**Met1 routing**

Scale: 4 px per um. Supply wires on this layer in grey.
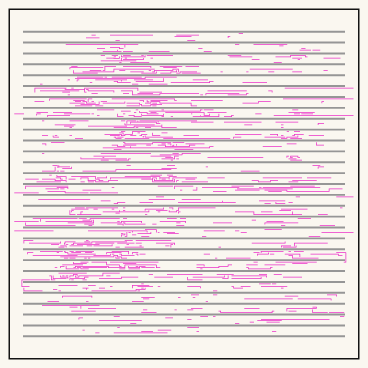
**Congestion heat map**

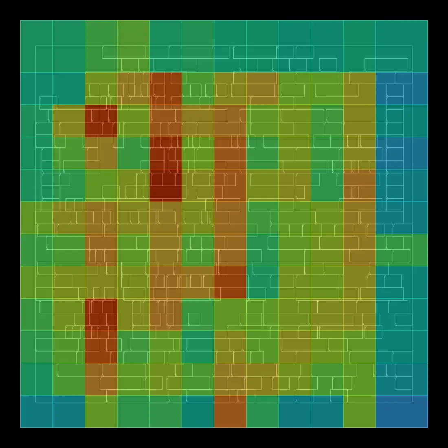
[config.mk]
export PLATFORM = sky130hd
export DESIGN_NAME = lcd_scaler
export DESIGN_NICKNAME = d
export VERILOG_FILES = /design/src/rtl/lcd_scaler.sv
export SDC_FILE = /design/constraint.sdc
export NUM_CORES = 1
export LEC_CHECK = 0
export CAP_MARGIN = 20
export CORE_MARGIN = 3
export CORE_UTILIZATION = 45
export DETAILED_ROUTE_END_ITERATION = 12
export PLACE_DENSITY_LB_ADDON = 0.05
export SYNTH_ARGS = -nofsm -noshare
export SYNTH_HDL_FRONTEND = slang
export SYNTH_SLANG_ARGS = --single-unit
[constraint.sdc]
create_clock -name clock -period 4.6 [get_ports clock]
set_input_delay 0.46 -clock clock [delete_from_list [all_inputs] [get_ports clock]]
set_output_delay 0.46 -clock clock [all_outputs]
set_load 0.01 [all_outputs]
[src/rtl/lcd_scaler.sv]
// Display back-end: maps VGA raster onto an integer-scaled 160x144 window, fetches
// frame-buffer pixels, applies a tear-free DMG palette and keeps sync aligned with RGB.
module lcd_scaler #(
  parameter int SCALE      = 2,
  parameter int X_OFFSET   = 160,
  parameter int Y_OFFSET   = 96,
  parameter int SRC_W      = 160,
  parameter int SRC_H      = 144,
  parameter int RD_LATENCY = 1
) (
  input  logic       clock,
  input  logic       reset_n,
  input  logic [9:0] draw_x,
  input  logic [9:0] draw_y,
  input  logic       display_en,
  input  logic       hs_in,
  input  logic       vs_in,
  output logic [7:0] fb_x,
  output logic [7:0] fb_y,
  input  logic [1:0] fb_pixel,
  input  logic       pal_wren,
  input  logic [7:0] pal_data,
  input  logic       shade_mode,
  output logic [3:0] vga_r,
  output logic [3:0] vga_g,
  output logic [3:0] vga_b,
  output logic       hs_out,
  output logic       vs_out,
  output logic       frame_done
);

  localparam int X_END = X_OFFSET + SRC_W * SCALE;
  localparam int Y_END = Y_OFFSET + SRC_H * SCALE;
  localparam int DLY   = RD_LATENCY + 1;

  localparam logic [1:0] SUB_MAX = 2'(SCALE - 1);
  localparam logic [7:0] X_MAX   = 8'(SRC_W - 1);
  localparam logic [7:0] Y_MAX   = 8'(SRC_H - 1);
  localparam logic [7:0] X_SENT  = 8'(SRC_W);
  localparam logic [7:0] Y_SENT  = 8'(SRC_H);

  if (SCALE < 1 || SCALE > 4) begin : g_bad_scale
    $error("lcd_scaler: SCALE must be 1..4");
  end
  if (RD_LATENCY < 1 || RD_LATENCY > 3) begin : g_bad_lat
    $error("lcd_scaler: RD_LATENCY must be 1..3");
  end
  if (X_END > 640 || Y_END > 480) begin : g_bad_win
    $error("lcd_scaler: scaled window exceeds 640x480 raster");
  end
  if (SRC_W > 255 || SRC_H > 255) begin : g_bad_src
    $error("lcd_scaler: source size must leave room for the sentinel");
  end

  function automatic logic [11:0] shade_rgb(input logic grey, input logic [1:0] s);
    logic [11:0] c;
    c = 12'h000;
    case ({grey, s})
      3'b000:  c = {4'd13, 4'd15, 4'd13};
      3'b001:  c = {4'd9,  4'd11, 4'd9};
      3'b010:  c = {4'd5,  4'd7,  4'd5};
      3'b011:  c = {4'd1,  4'd3,  4'd1};
      3'b100:  c = {4'd15, 4'd15, 4'd15};
      3'b101:  c = {4'd10, 4'd10, 4'd10};
      3'b110:  c = {4'd5,  4'd5,  4'd5};
      default: c = {4'd0,  4'd0,  4'd0};
    endcase
    return c;
  endfunction

  int   dx, dy;
  logic h_win, v_win, in_win, x_last, last_pix;
  logic y_end_hit, y_end_q, commit;

  logic [1:0] x_sub, y_sub;
  logic [7:0] x_cnt, y_cnt;
  logic       last_p0;

  logic [7:0] pal_pending, pal_active;
  logic [1:0] shade_sel;

  logic [DLY-1:0] win_p, en_p, hs_p, vs_p;

  always_comb begin
    dx        = int'(draw_x);
    dy        = int'(draw_y);
    h_win     = (dx >= X_OFFSET) && (dx < X_END);
    v_win     = (dy >= Y_OFFSET) && (dy < Y_END);
    in_win    = display_en && h_win && v_win;
    x_last    = in_win && (dx == X_END - 1);
    last_pix  = in_win && (x_cnt == X_MAX) && (x_sub == SUB_MAX)
                       && (y_cnt == Y_MAX) && (y_sub == SUB_MAX);
    y_end_hit = (dy == Y_END);
    commit    = y_end_hit && !y_end_q;
  end

  // Source coordinate counters: sub-pixel counts replace division by SCALE
  always_ff @(posedge clock or negedge reset_n) begin
    if (!reset_n) begin
      x_sub <= '0;
      x_cnt <= '0;
      y_sub <= '0;
      y_cnt <= '0;
    end else begin
      if (!h_win) begin
        x_sub <= '0;
        x_cnt <= '0;
      end else if (in_win) begin
        if (x_sub == SUB_MAX) begin
          x_sub <= '0;
          x_cnt <= (x_cnt == X_MAX) ? 8'd0 : x_cnt + 8'd1;
        end else begin
          x_sub <= x_sub + 2'd1;
        end
      end

      if (!v_win || !vs_in) begin
        y_sub <= '0;
        y_cnt <= '0;
      end else if (x_last) begin
        if (y_sub == SUB_MAX) begin
          y_sub <= '0;
          y_cnt <= (y_cnt == Y_MAX) ? 8'd0 : y_cnt + 8'd1;
        end else begin
          y_sub <= y_sub + 2'd1;
        end
      end
    end
  end

  // Stage 0: frame-buffer address, sentinels outside the window
  always_ff @(posedge clock or negedge reset_n) begin
    if (!reset_n) begin
      fb_x       <= X_SENT;
      fb_y       <= Y_SENT;
      last_p0    <= 1'b0;
      frame_done <= 1'b0;
    end else begin
      fb_x       <= in_win ? x_cnt : X_SENT;
      fb_y       <= in_win ? y_cnt : Y_SENT;
      last_p0    <= last_pix;
      frame_done <= last_p0;
    end
  end

  // Palette commits on the first line below the window so a frame never mixes palettes
  always_ff @(posedge clock or negedge reset_n) begin
    if (!reset_n) begin
      pal_pending <= 8'hE4;
      pal_active  <= 8'hE4;
      y_end_q     <= 1'b0;
    end else begin
      y_end_q <= y_end_hit;
      if (pal_wren) pal_pending <= pal_data;
      if (commit)   pal_active  <= pal_wren ? pal_data : pal_pending;
    end
  end

  // Stages 1..RD_LATENCY+1: control flags ride alongside the frame-buffer read
  always_ff @(posedge clock or negedge reset_n) begin
    if (!reset_n) begin
      win_p <= '0;
      en_p  <= '0;
      hs_p  <= '0;
      vs_p  <= '0;
    end else begin
      win_p <= {win_p[DLY-2:0], in_win};
      en_p  <= {en_p[DLY-2:0],  display_en};
      hs_p  <= {hs_p[DLY-2:0],  hs_in};
      vs_p  <= {vs_p[DLY-2:0],  vs_in};
    end
  end

  assign shade_sel = pal_active[{fb_pixel, 1'b0} +: 2];

  // Output stage: colour lookup and sync, aligned to the same clock
  always_ff @(posedge clock or negedge reset_n) begin
    if (!reset_n) begin
      {vga_r, vga_g, vga_b} <= 12'h000;
      hs_out <= 1'b1;
      vs_out <= 1'b1;
    end else begin
      if (en_p[DLY-1] && win_p[DLY-1])
        {vga_r, vga_g, vga_b} <= shade_rgb(shade_mode, shade_sel);
      else
        {vga_r, vga_g, vga_b} <= 12'h000;
      hs_out <= hs_p[DLY-1];
      vs_out <= vs_p[DLY-1];
    end
  end

endmodule

==> results.py <==
# Generated from Yosys and OpenROAD reports
metrics = {
    "outcome": {
        "status": "finished clean",
    },
    "final_timing": {
        "finalSetupViolCount": 0,
        "rsz0062_at_grt": "false",
        "fin_crit_sh_pct": 54.9,
        "relSlewSlack_pct": 43.7,
        "skew_ns": 0.00415,
        "finalHoldViolCount": 0,
        "fmax_ghz": 0.396,
        "fin_ws_ns": 2.07,
        "slew_viol_final": 0,
        "worst_hold_slack_ns": 0.319,
        "fin_crit_ns": 2.53,
        "worst_pin_slew_ns": 0.845,
    },
    "die": {
        "rows": 28,
        "dieArea_um2": 7570,
        "tapCellCount": 75,
        "die_h_um": 87.0,
        "die_x_um": 87.0,
        "io_pins": 68,
        "fp.coreArea_um2": 6130,
        "fp-utilization_pct": 48.2,
    },
    "layout": {
        "layout.nonclk_buf_share_pct": 17.4,
        "nets": 336,
        "final_cell_area_um2": 3870,
        "diodes": 0,
        "comb_area_um2": 1080,
        "nNonClkBuffers": 68,
        "inv_count": 2,
        "drive_gt1_share_pct": 18.9,
        "clock_buffers": 10,
        "comb_share_pct": 27.8,
        "multi_input_comb_cells": 146,
        "lay_top_cells": "clkdlybuf4s50_1 (66), dfrtp_1 (56), mux2_2 (16), and3_1 (15)",
        "final_cells": 377,
        "dominant_cells": "registers",
        "seq_share_pct": 45.8,
        "ff_count": 70,
        "regArea_um2": 1770,
        "lay_top_count": "clkdlybuf4s50_1",
    },
    "global_routing": {
        "use_met2_pct": 24.5,
        "grt_antenna_before_repair": 0,
        "grtUsageMet3_pct": 6.05,
        "gr-total-overflow": 0,
        "gr-max-usage-layer": "met2",
        "grt_max_degree": 71,
        "grt_pass1_wl_um": 9430,
    },
    "synthesis": {
        "syn_avg_cell_area_um2": 12.6,
        "synth_dominant_cell_count": "dfrtp_1",
        "synth_top_flop_cell": "dfrtp_1",
        "ys_ff": 70,
        "yosysSeqAreaShare_pct": 59.9,
        "yosys_area_um2": 2950,
        "ys_sh_simple_pct": 19.2,
        "ys_cells": 235,
        "ys_sh_aoi_pct": 6.31,
        "synth_xor_xnor_area_share_pct": 1.78,
        "logic_family": "simple AND/OR/NAND/NOR gates",
        "ys_warn_count": 0,
        "yosysTopAreaCell": "dfrtp_1",
        "ys_sh_adder_pct": 0.847,
        "synth_top_area_share_pct": 47.4,
        "synthTopCellsByCount": "dfrtp_1 (56), mux2_2 (16), and3_1 (15)",
        "syn_nets": 274,
        "async_flop_share_pct": 100,
        "area_leaders": "dfrtp_1 (47%), dfstp_2 (12%), mux2_2 (6.1%)",
        "yosysUniqueCellTypes": 52,
        "syn_area_um2": 2950,
        "synth.area.mux_share_pct": 8.30,
    },
    "power_and_ir_drop": {
        "p_clk_share_pct": 44.8,
        "combPwrFrac_pct": 7.1,
        "peakVddDrop_v": 0.000226,
        "cellLeakagePower_nw": 1.69,
        "power.switching_mw": 0.272,
        "pg_seq_mw": 0.639,
        "sw_frac_of_total_pct": 20.4,
        "seqPwrFrac_pct": 48.1,
        "p_clk_mw": 0.596,
        "comb-power_mw": 0.0944,
        "p_int_mw": 1.06,
        "power.total_mw": 1.33,
        "power.group.top": "sequential cells",
    },
    "setup_path": {
        "worst-path-buf-inv": 1,
        "cpLargestDelayFamily": "AND-OR/OR-AND gates",
        "cpPeakStageDelay_ns": 0.73,
        "crit_start": "draw_x[5]",
        "worst-path-stages": 6,
        "cp.required_ns": 4.83,
        "reg2reg_depth": 6,
        "path_max_fanout": 20,
        "worstSetupPathType": "input pin to register",
        "crit_end": "y_cnt[5]",
        "start_kind": "input pin",
        "path_cells": "clkdlybuf4s50_1, o21ai_1, a221oi_4, nand4_4, or3_1, mux2i_1",
        "critPathSlowestCell": "a221oi_4",
        "crit_path_end_kind": "register",
        "r2r_setup_slack_ns": 2.48,
        "r2r-start": "y_cnt[0]",
    },
    "clocking": {
        "cts_num_sinks": 70,
        "hold_buffers": 0,
        "cts-buffers-inserted": 9,
        "root_buffer": "clkbuf_8",
        "post_cts_buffers": 0,
        "clkTransAtPathRegs_ns": 0.07,
        "clock_path_buffers": 2,
        "clkLatencyLatePin_ns": 0.33,
        "cts.repair.resized": 0,
    },
    "placement": {
        "hpwl_um": 3920,
        "place_congestion": 0.783,
        "dp.cells": 361,
        "place_area_um2": 3620,
        "port-buffer-count": 67,
        "preCtsSetupSlack_ns": 1.74,
    },
    "routing": {
        "ant_nets": 0,
        "met1Wirelength_um": 2540,
        "first_iter_violations": 64,
        "wl_met2_um": 2590,
        "highest_layer": "met4",
        "drc": 0,
        "vias_per_cell": 5.35,
        "wl_met3_um": 421,
    },
    "job": {
        "tool_warnings": 26,
        "drv_cap": 0,
    },
    "worst_hold_path": {
        "hp-class": "input pin to asynchronous set/reset pin",
    },
}
## Picture notes: 'met1 routing'
longest straight run	26.7 um
main direction	horizontal
wire length on this layer	2540 um
share of all routed wire	45%
vias: 2016
WL final: 5620 um
GR Util met1: 21.5%

## Picture notes: 'congestion heat map'
WL/cell: 14.9 um
fin util: 63.1%

